### Met1 routing

Scale bar: 20 um. Cells faint in the background.
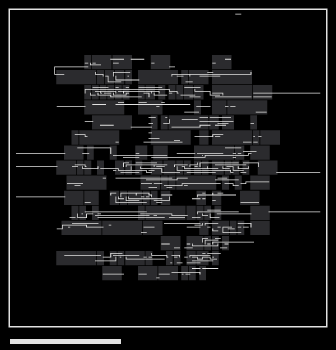
### Met2 routing

Cells faint in the background.
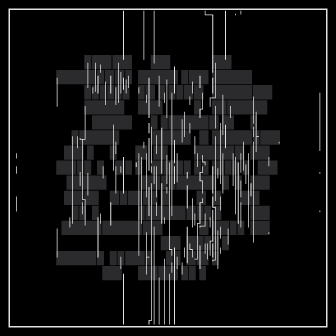
### M3 wires

Scale bar: 20 um. Cells faint in the background.
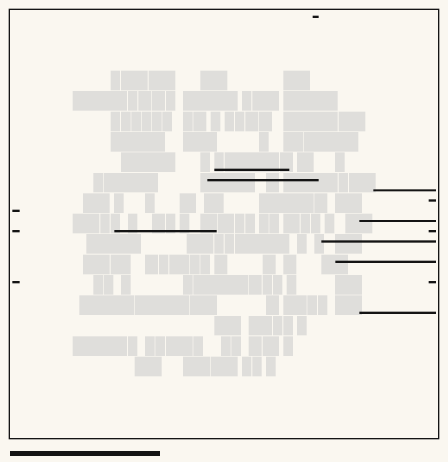
### Register map, names as in the netlist

Other sequential cells in the stronger grey, the rest of the logic in the fainter grey.
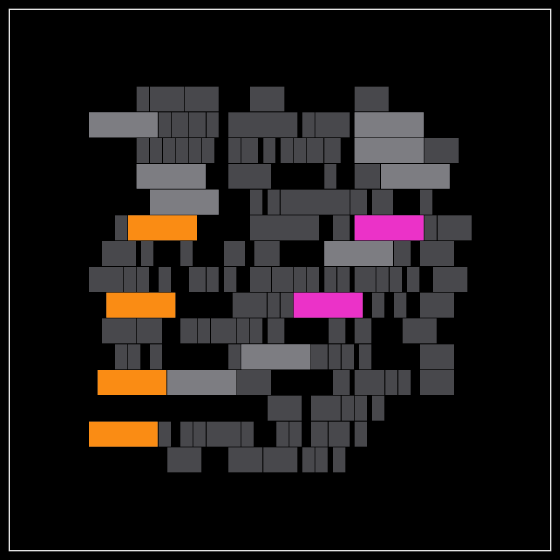
### Cell placement

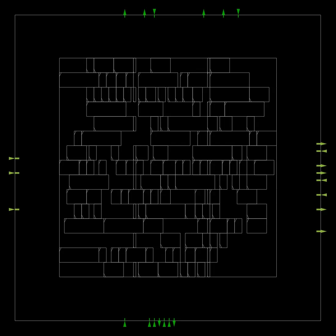
**src/rtl/pit_irq_collector_pkg.sv**
```systemverilog
// Shared types and helpers for the interrupt collector.
//   state_t   : presentation FSM state (IDLE / PRESENT), 1 bit
//   calc_idw  : source-ID width for a given number of sources, minimum 1
//   popcount8 : number of set bits in an 8-bit vector
//   sat_add   : unsigned add clamped to 2^w - 1
package pit_irq_pkg;

  typedef enum logic {
    IDLE    = 1'b0,
    PRESENT = 1'b1
  } state_t;

  function automatic int calc_idw(input int n);
    return (n <= 2) ? 1 : $clog2(n);
  endfunction

  function automatic logic [3:0] popcount8(input logic [7:0] v);
    logic [3:0] s;
    s = '0;
    for (int i = 0; i < 8; i++) s = s + {3'b000, v[i]};
    return s;
  endfunction

  function automatic logic [31:0] sat_add(input logic [31:0] a,
                                          input logic [31:0] b,
                                          input int          w);
    logic [31:0] lim;
    logic [32:0] sum;
    lim = (32'd1 << w) - 32'd1;
    sum = {1'b0, a} + {1'b0, b};
    return (sum > {1'b0, lim}) ? lim : sum[31:0];
  endfunction

endpackage

```
**src/rtl/pit_irq_collector_if.sv**
```systemverilog
// Presentation handshake between the collector and its consumer.
//   irq_valid : a source is being presented (collector -> consumer)
//   irq_id    : index of the presented source, stable while irq_valid
//   irq_ack   : consumer accepts the presented source (consumer -> collector)
// The collector connects through the master modport, the consumer through slave.
interface pit_irq_if
  import pit_irq_pkg::*;
#(
  parameter int IDW = calc_idw(4)
) ();
  logic           irq_valid;
  logic [IDW-1:0] irq_id;
  logic           irq_ack;

  modport master (output irq_valid, output irq_id, input irq_ack);
  modport slave  (input irq_valid, input irq_id, output irq_ack);
endinterface

```
**src/rtl/pit_irq_collector_prio_enc.sv**
```systemverilog
// Fixed-priority encoder: the lowest set request index wins.
//   i_req : request vector
//   o_any : at least one request is set
//   o_idx : index of the winning request (0 when none is set)
module pit_irq_prio_enc
  import pit_irq_pkg::*;
#(
  parameter int NUM_SRC = 4,
  parameter int IDW     = calc_idw(NUM_SRC)
) (
  input  logic [NUM_SRC-1:0] i_req,
  output logic               o_any,
  output logic [IDW-1:0]     o_idx
);

  always_comb begin
    o_any = |i_req;
    o_idx = '0;
    // Scan downwards so the last assignment made is the lowest set index.
    for (int i = NUM_SRC - 1; i >= 0; i--) begin
      if (i_req[i]) o_idx = IDW'(i);
    end
  end

endmodule

```
**src/rtl/pit_irq_collector.sv**
```systemverilog
// Interrupt collector: latches single-cycle interrupt pulses as pending,
// presents them one at a time by fixed priority (lowest index first) on a
// valid/ack handshake, and counts pulses that land on an already-pending source.
//   clk, rst        : clock, synchronous active-high reset
//   i_enable        : 0 ignores new edges; pending/handshake keep operating
//   i_irq_in        : raw interrupt lines
//   i_mask          : 1 = source may be presented (masked sources still latch)
//   i_overrun_clr   : synchronous clear of the overrun counter
//   o_pending       : raw pending register
//   o_overrun_cnt   : saturating overrun count
//   bus             : presentation handshake (irq_valid / irq_id / irq_ack)
module pit_irq_collector
  import pit_irq_pkg::*;
#(
  parameter int NUM_SRC = 4,
  parameter int CNT_W   = 4
) (
  input  logic               clk,
  input  logic               rst,
  input  logic               i_enable,
  input  logic [NUM_SRC-1:0] i_irq_in,
  input  logic [NUM_SRC-1:0] i_mask,
  input  logic               i_overrun_clr,
  output logic [NUM_SRC-1:0] o_pending,
  output logic [CNT_W-1:0]   o_overrun_cnt,
  pit_irq_if.master          bus
);

  localparam int IDW = calc_idw(NUM_SRC);

  logic [NUM_SRC-1:0] r_prev_in;
  logic [NUM_SRC-1:0] r_pending;
  logic [CNT_W-1:0]   r_ovr_cnt;
  state_t             r_state;
  logic [IDW-1:0]     r_id;
  logic               r_valid;

  logic [NUM_SRC-1:0] w_set;
  logic [NUM_SRC-1:0] w_ack_clr;
  logic [NUM_SRC-1:0] w_ovr;
  logic [NUM_SRC-1:0] w_pending_nxt;
  logic [CNT_W-1:0]   w_ovr_cnt_nxt;
  logic               w_any;
  logic [IDW-1:0]     w_idx;
  state_t             w_state_nxt;
  logic [IDW-1:0]     w_id_nxt;

  pit_irq_prio_enc #(
    .NUM_SRC (NUM_SRC),
    .IDW     (IDW)
  ) u_prio (
    .i_req (r_pending & i_mask),
    .o_any (w_any),
    .o_idx (w_idx)
  );

  // Pending update: the ack clears its source, but a same-cycle new edge on
  // that source re-sets it. An overrun only counts when the source stays
  // pending without being cleared this cycle.
  always_comb begin
    w_set         = i_enable ? (i_irq_in & ~r_prev_in) : '0;
    w_ack_clr     = (r_state == PRESENT && bus.irq_ack) ? (NUM_SRC'(1) << r_id) : '0;
    w_ovr         = w_set & r_pending & ~w_ack_clr;
    w_pending_nxt = (r_pending & ~w_ack_clr) | w_set;
    if (i_overrun_clr) begin
      w_ovr_cnt_nxt = '0;
    end else begin
      w_ovr_cnt_nxt = CNT_W'(sat_add(32'(r_ovr_cnt), 32'(popcount8(8'(w_ovr))), CNT_W));
    end
  end

  // Presentation FSM: the ID is locked on leaving IDLE, so mask changes or
  // higher-priority arrivals never disturb a source being presented.
  always_comb begin
    w_state_nxt = r_state;
    w_id_nxt    = r_id;
    case (r_state)
      IDLE: begin
        if (w_any) begin
          w_state_nxt = PRESENT;
          w_id_nxt    = w_idx;
        end
      end
      PRESENT: begin
        if (bus.irq_ack) w_state_nxt = IDLE;
      end
      default: w_state_nxt = IDLE;
    endcase
  end

  always_ff @(posedge clk) begin
    if (rst) begin
      // All-ones so a line already high at reset release is not an edge.
      r_prev_in <= '1;
      r_pending <= '0;
      r_ovr_cnt <= '0;
      r_state   <= IDLE;
      r_id      <= '0;
      r_valid   <= 1'b0;
    end else begin
      r_prev_in <= i_irq_in;
      r_pending <= w_pending_nxt;
      r_ovr_cnt <= w_ovr_cnt_nxt;
      r_state   <= w_state_nxt;
      r_id      <= w_id_nxt;
      r_valid   <= (w_state_nxt == PRESENT);
    end
  end

  assign o_pending     = r_pending;
  assign o_overrun_cnt = r_ovr_cnt;
  assign bus.irq_valid = r_valid;
  assign bus.irq_id    = r_id;

endmodule
```
**src/flat_wrapper.sv**
```systemverilog
// flat-port wrapper written by rule: the top's interface ports become plain ports
module pit_irq_collector_flat import pit_irq_pkg::*;
#(
  parameter int NUM_SRC = 4,
  parameter int CNT_W   = 4
)
  (clk, rst, i_enable, i_irq_in, i_mask, i_overrun_clr, o_pending, o_overrun_cnt, bus_irq_valid, bus_irq_id, bus_irq_ack);
  pit_irq_if bus_i ();
  input  logic clk;
  input  logic rst;
  input  logic i_enable;
  input  logic [NUM_SRC-1:0] i_irq_in;
  input  logic [NUM_SRC-1:0] i_mask;
  input  logic i_overrun_clr;
  output logic [NUM_SRC-1:0] o_pending;
  output logic [CNT_W-1:0] o_overrun_cnt;
  output wire logic [$bits(bus_i.irq_valid)-1:0] bus_irq_valid;
  output wire logic [$bits(bus_i.irq_id)-1:0] bus_irq_id;
  input wire logic [$bits(bus_i.irq_ack)-1:0] bus_irq_ack;
  assign bus_irq_valid = bus_i.irq_valid;
  assign bus_irq_id = bus_i.irq_id;
  assign bus_i.irq_ack = bus_irq_ack;
  pit_irq_collector #(.NUM_SRC(NUM_SRC), .CNT_W(CNT_W)) u_core (.clk(clk), .rst(rst), .i_enable(i_enable), .i_irq_in(i_irq_in), .i_mask(i_mask), .i_overrun_clr(i_overrun_clr), .o_pending(o_pending), .o_overrun_cnt(o_overrun_cnt), .bus(bus_i));
endmodule
```
**config.mk**
```make
export PLATFORM = sky130hd
export DESIGN_NAME = pit_irq_collector_flat
export DESIGN_NICKNAME = d
export VERILOG_FILES = /design/src/rtl/pit_irq_collector_pkg.sv /design/src/rtl/pit_irq_collector_if.sv /design/src/rtl/pit_irq_collector_prio_enc.sv /design/src/rtl/pit_irq_collector.sv /design/src/flat_wrapper.sv
export SDC_FILE = /design/constraint.sdc
export NUM_CORES = 1
export LEC_CHECK = 0
export ABC_AREA = 1
export ABC_CLOCK_PERIOD_IN_PS = 3400
export CAP_MARGIN = 25
export CORE_MARGIN = 8
export CORE_UTILIZATION = 44
export CTS_CLUSTER_SIZE = 8
export DETAILED_ROUTE_END_ITERATION = 16
export GPL_TIMING_DRIVEN = 1
export MAX_ROUTING_LAYER = met4
export PLACE_DENSITY = 0.74
export SYNTH_ARGS = -nofsm -noshare
export SYNTH_HDL_FRONTEND = slang
export SYNTH_HIERARCHICAL = 1
export SYNTH_SLANG_ARGS = --single-unit
export TNS_END_PERCENT = 10
```
**constraint.sdc**
```tcl
create_clock -name clk -period 3.4 [get_ports clk]
set_clock_uncertainty 0.1 [all_clocks]
set_input_delay 0.85 -clock clk [delete_from_list [all_inputs] [get_ports clk]]
set_output_delay 0.85 -clock clk [all_outputs]
set_load 0.005 [all_outputs]
```
==> results.toml <==
# physical design summary
[run_status]
status = "completed"

[place]
dp_hpwl_mm = 1.387
dpl_cell_area_um2 = 998.5
routabilityCongestion = 0.8824

[logic_synthesis]
ys_sh_mux = 0
synth_async_sr_flop_share = 0
aoi_share = 0.1117
synth_flops = 15
synthCells = 105
ys_sh_adder = 0.09814
logic_family = "simple AND/OR/NAND/NOR gates"

[final_layout]
flop_area_um2 = 300.3
area_delta_synth_final_pct = 38.75
antenna_cells = 0
nFillCells = 149
final_cell_mix = "29 x nand2_1, 23 x clkdlybuf4s50_1, 21 x inv_1"

[final_timing]
max_freq_mhz = 324.0
min_period_over_period = 0.9077
setup_viol = 0

[job]
max_cap_viol_count = 0
warnings = 26

[clocking]
cts_tree = "yes"
htreeDepth = 1
cts.sinks = 15

[drt]
avgViaCountPerCell = 4.700
firstDrtPassIters = 4
routedWlPerCell_um = 10.93
ant_nets = 0

[pwr]
irDropWorstVdd_uv = 228.7
p_int_uw = 251.1
p_leak_nw = 0.4602

[global_route]
grt_pass1_vias = 704
grt_max_degree = 10

[critical_path]
cp-start-kind = "primary input"

[floorplanning]
ioPinCount = 24
rows = 15

[worst_hold_path]
whs_path_depth = 2
Notes on 'Met1 routing' above:
main direction: horizontal
longest straight run: 15.2 um
nets with wire on the layer: 142
share of all routed wire: 46%

Notes on 'Met2 routing' above:
nets with wire on the layer: 118
share of all routed wire: 47%
main direction: vertical
wire length on this layer: 773 um

Notes on 'M3 wires' above:
wire length on this layer: 97.8 um
main direction: horizontal
share of all routed wire: 6.0%

Notes on 'Register map, names as in the netlist' above:
[magenta] `u_core/bus.irq_id` | sequential cells: 2
[orange] `u_core/r_prev_in` | sequential cells: 4

Notes on 'Cell placement' above:
Core ar.: 0.001652 mm2
Tap Cells: 17

[final cells by class]
class                      instances  share of cell area
inverter                          23             0.08415
timing repair buffer              24              0.2317
tap                               17             0.02073
sequential                        15              0.2927
multi-input combinational         67              0.3439
clock buffer                       3             0.02195
clock inverter                     1            0.004878
[power by group through the flow]
stage / logic (mW) / clock network (mW) / registers, mW
CTS: 0.0447 / 0.103 / 0.187
detailed placement: 0.0445 / 0 / 0.191
global placement: 0.0438 / 0 / 0.190
finish: 0.0446 / 0.0971 / 0.186
floorplan: 0.0164 / 0 / 0.190
global route: 0.0506 / 0.110 / 0.187
[flip-flops by register name, indices dropped and copies added, names as in the netlist]
name and cells:
u_core/o_pending 4, u_core/o_overrun_cnt 4, u_core/bus.irq_id 2, u_core/bus.irq_valid 1, u_core/r_prev_in 4
[worst max-delay path: stages]
cell and delay [ns]:
clkdlybuf4s50_1 0.43, nand2_1 0.09, inv_1 0.07, nand2_1 0.08
nand4_1 0.11, fa_1 0.50, fa_1 0.42, inv_1 0.09
fa_1 0.40, inv_1 0.06, a21oi_1 0.06
[kinds of logic (layout without fill, tap and decap cells)]
| family | after synthesis | after routing |
|---|---|---|
| AOI/OAI and AO/OA | 15 | 15 |
| adders and majority gates | 4 | 4 |
| buffers and inverters | 23 | 51 |
| DFF | 15 | 15 |
| and+or+nand+nor | 48 | 48 |
[worst max-delay path by stage]
stage                start                       to  slack [ns]  depth (start not counted)
6_report       bus_irq_ack  u_core/o_overrun_cnt[1]        0.31                         11
5_1_grt        i_irq_in[0]  u_core/o_overrun_cnt[0]        0.12                         12
4_1_cts        bus_irq_ack  u_core/o_overrun_cnt[1]        0.32                         11
3_5_place_dp   i_irq_in[0]  u_core/o_overrun_cnt[1]        0.03                         10
3_3_place_gp   i_irq_in[0]  u_core/o_overrun_cnt[1]        0.05                         10
2_1_floorplan  bus_irq_ack  u_core/o_overrun_cnt[1]        0.57                         10
[Yosys cell counts (2+ instances only)]
master	n	share of area
nand2_1	29	0.15
inv_1	21	0.11
dfxtp_1	15	0.41
nor2_1	11	0.056
a21oi_1	9	0.061
nand4_1	5	0.042
fa_1	3	0.081
a21oi_2	2	0.024
inv_2	2	0.010
nand3_1	2	0.014
o21ai_0	2	0.014
o21ai_1	2	0.014
[per-layer routing]
layer	up-vias	wire length (um)	track usage	share of wire
met5	-	0	-	0
met4	0	21	0.05034	0.013
met3	2	97	0.04878	0.059
met2	17	772	0.1829	0.47
met1	308	747	0.1224	0.46
li1	378	-	-	-
